==> config.mk <==
export PLATFORM = sky130hd
export DESIGN_NAME = pcm_nrz_tx_flat
export DESIGN_NICKNAME = d
export VERILOG_FILES = /design/src/rtl/pcm_nrz_tx_if.sv /design/src/rtl/pcm_nrz_tx.sv /design/src/flat_wrapper.sv
export SDC_FILE = /design/constraint.sdc
export NUM_CORES = 1
export LEC_CHECK = 0
export ABC_CLOCK_PERIOD_IN_PS = 3900
export CORE_MARGIN = 10
export CORE_UTILIZATION = 45
export DETAILED_ROUTE_END_ITERATION = 12
export GPL_TIMING_DRIVEN = 0
export PLACE_DENSITY = 0.61
export SLEW_MARGIN = 5
export SYNTH_ARGS = -nofsm -noshare
export SYNTH_HDL_FRONTEND = slang
export SYNTH_SLANG_ARGS = --single-unit
==> constraint.sdc <==
create_clock -name clk -period 3.9 [get_ports clk]
set_input_delay 0.78 -clock clk [delete_from_list [all_inputs] [get_ports clk]]
set_output_delay 0.78 -clock clk [all_outputs]
set_load 0.01 [all_outputs]
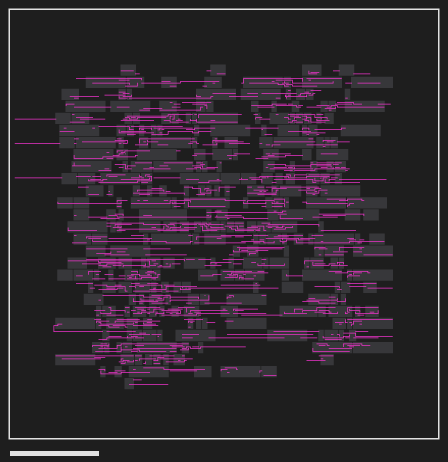
Fig. 1. M1 wires.
The bar under the picture is 20 microns long. Cells faint in the background.
The wires run mostly horizontal. 296 nets have wire on it. The layer carries 2,690 microns of wire.
GR Util met1: 16.3%
Vias: 2,063
Routed WL: 5.42 mm

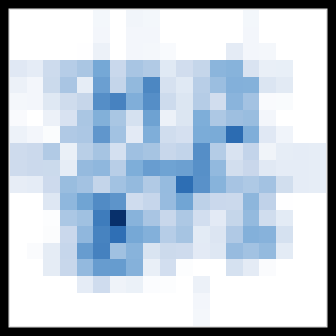
Fig. 2. Signal metal coverage by tile.
19 x 19 tiles, from white (low) to dark blue (high), scaled to the fullest tile. Values are wire area over tile area, all layers added.
The fullest tile reaches 0.50. 36% of the tiles are nearly empty. 8.0% of the tiles are over half the peak. The densest ninth of the die: centre. The mean over all tiles is 0.091.
DR WL/cell: 14.5 microns
GRT Resource Usage Total: 12.3%

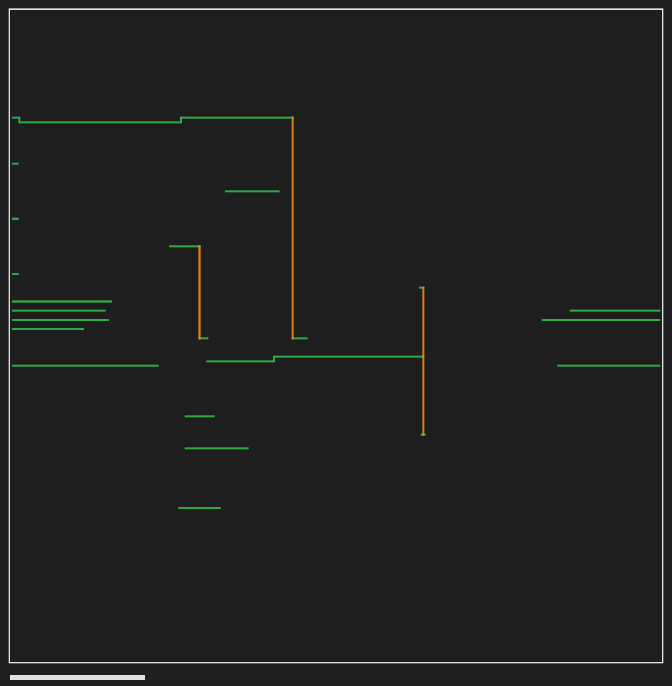
Fig. 3. Metal layers overlaid.
The bar under the picture is 20 microns long. Two of the layers only.
Key: metal 3 = green [wire length 232 microns]; metal 4 = orange [wire length 68.0 microns]

==> changes_impl.md <==
### Changed

- I/O pin cnt: 17
- Syn Inst Count: 276
- Fillers: 548
- Drt pass-1 iters: 4
- Worst-path clk slew: ~0.090 ns
- Yosys chip area: between 2000 and 3000 sq um
- Outcome: finished, final reports clean
- CTS tree: built
- Antenna-violating nets left: 0
- Clock buffer depth: 2
- Slew HR: 54.9%
- Die height: just under 100 microns
- Detailed placement HPWL: between 3 and 4 mm
- Post-synth regs: 47
- Cts repair resizes: 0
- Max VDD drop: 0.283 mV
- Slew Limit Fails: 0
- Endpoints failing hold: 0
- Worst slew pin tran: 0.674 ns
- Antenna cell count: 0
- Dominant cell area share: between 40 and 50%
- Total grt overflow: 0
- Cts hold-fix bufs: 0
- OpenROAD warning count: 32
- Critical path arrival: about 3.0 ns
- Initial antenna violation count: 0
- Pwr dens: roughly 530 nW/um^2
- Die width: 96.5 microns
- Leakage: 0.00132 uW
- Core Area: 5610 sq um
- Layout area overhead: 14.8%
- Synth cell types: 53
- Nets: 324
- CP endpoint kind: register
- Final Wtd Congestion: 0.813
- IO Port Bufs: 16
- Number of global-route vias before repair: 1,960
- Hold Crit Class: reg2async
- Fin worst setup slack: 1.08 ns
- Critical path peak fanout: 10
- Critical path class: reg2reg
- Maxcap violations: 0
- First-pass GRT wire length: 9.24 mm
- Post-synthesis instance area: 2640 sq um
- TNS Setup: 0 ns
- Tmin final: 2.82 ns
- Leading area contributor after synthesis: dfrtp_1
- Cell row count: 27
- Final period util: 72.4%
- CTS sink cnt: 47
- Largest net degree at the start of global routing: 26
- Dpl cells: 365
- Setup-failing EPs final: 0
- Max Clock Freq: between 300 and 400 MHz
- Crit path launch type: register
- Layout cells sized above 1: 12.3%
- TritonCTS Buffers: 5
- Largest cells by area: dfrtp_1 45%, ha_1 5.7%, nand2_1 4.6%
- Logic area: about 1400 sq um
- Skew final: 0.00504 ns
- Reg2Reg Depth: 9
- Initial Util: 47.0%
- Via density: 5.53
- Net count after synthesis: 300
- Req. time, crit path: ~4.1 ns
- Register Area: 1180 sq um
- RSZ-0062 raised after global routing: no
- DRT iter0 DRCs: 109
- Clk root buf: clkbuf_8
- Htree depth: 2
- # Post-CTS Setup Buffers: 0
- R2R Setup Slk: 1.08 ns
- Worst skew pair latency: 0.30 ns
- Mean Syn Cell Area: 9.55 sq um
- Seq/Total Area, Yosys: 44.6%
- Setup slack after placement: between 1 and 1.5 ns
- YS warnings: 0
- Cells in synth_stat.txt: approximately 280
- Finished Layout Cells: 373
- DRC: 0
- Finished Core Util: 53.9%
- Die ar.: 9320 sq um
[worst max-delay path, cell delays in order (launching register included)]
cell       delay (ns)
dfrtp_1          0.37
clkbuf_1         0.35
inv_1            0.15
ha_1             0.40
or3b_2           0.46
a2111o_1         0.42
o2111ai_1        0.12
o211ai_1         0.12
a32oi_1          0.21
a31oi_1          0.11
[stage by stage]
stage / hold slack, ns / total power, uW / instance area (sq um)
floorplan: 0.331 / 1070 / 2640
global placement: 0.339 / 1240 / 2890
detailed placement: 0.250 / 1240 / 2910
CTS: 0.260 / 1620 / 3030
global route: 0.288 / 1730 / 3030
finish: 0.239 / 1610 / 3030
[synthesized netlist by cell type (all sizes together)]
master,instances
dfrtp,47
nand2,32
nor2,27
o21ai,16
nand3,14
a21oi,13
inv,13
ha,12
mux2,10
clkbuf,9
a31oi,6
and2,6
nor3,5
o31ai,5
xor2,5
o211ai,4
or2,4
xnor2,4
a41oi,3
nand2b,3
nor2b,3
a2111o,2
a2111oi,2
a22o,2
a22oi,2
and3,2
buf,2
nand4b,2
nor4b,2
o21a,2
or3b,2
or4b,2
a21o,1
a221o,1
a32oi,1
and4,1
conb,1
mux2i,1
o2111ai,1
o21bai,1
o22ai,1
o2bb2ai,1
o311ai,1
or3,1
or4,1
[cell families (layout without fill, tap and decap cells)]
group / count (synthesis) / in the layout / synth area share [%]
adders and majority gates: 12 / 12 / 5.70
DFF: 47 / 47 / 44.6
AOI/OAI and AO/OA: 65 / 65 / 16.8
buffers and inverters: 24 / 49 / 3.75
other: 1 / 1 / 0.142
and+or+nand+nor: 107 / 107 / 21.4
xor gates and xnor gates: 9 / 9 / 2.99
muxes: 11 / 11 / 4.65
[cell type report]
type                    instances  area share, %
plain buffers                  11           1.65
clock buffers                   6           2.73
clock inverters                 2           1.16
inverters                      13           1.61
multi-input cells             205           45.0
flip-flops and latches         47           38.9
well taps                      72           2.98
repair buffers                 17           5.96
[report_power, final]
group          internal [uW]  total (uW)  switching (uW)
registers                552         626            74.0
logic                    267         611             344
clock network            208         372             165
[layer usage]
metal / global-route usage, % / wire (microns)
met5: 0 / 0
met4: 4.00 / 68
met3: 3.47 / 231
met2: 18.9 / 2430
met1: 16.3 / 2690
[layout by cell type (no fill, tap or decap), types with 9 or more instances in the layout]
cell type / synthesis / final
a21oi_1: 13 / 13
clkbuf_1: 9 / 9
clkdlybuf4s50_1: 0 / 16
dfrtp_1: 47 / 46
ha_1: 12 / 12
inv_1: 12 / 12
mux2_2: 10 / 10
nand2_1: 32 / 32
nand3_1: 14 / 14
nor2_1: 27 / 27
o21ai_0: 11 / 11
Power is estimated from default activity; no workload was simulated.
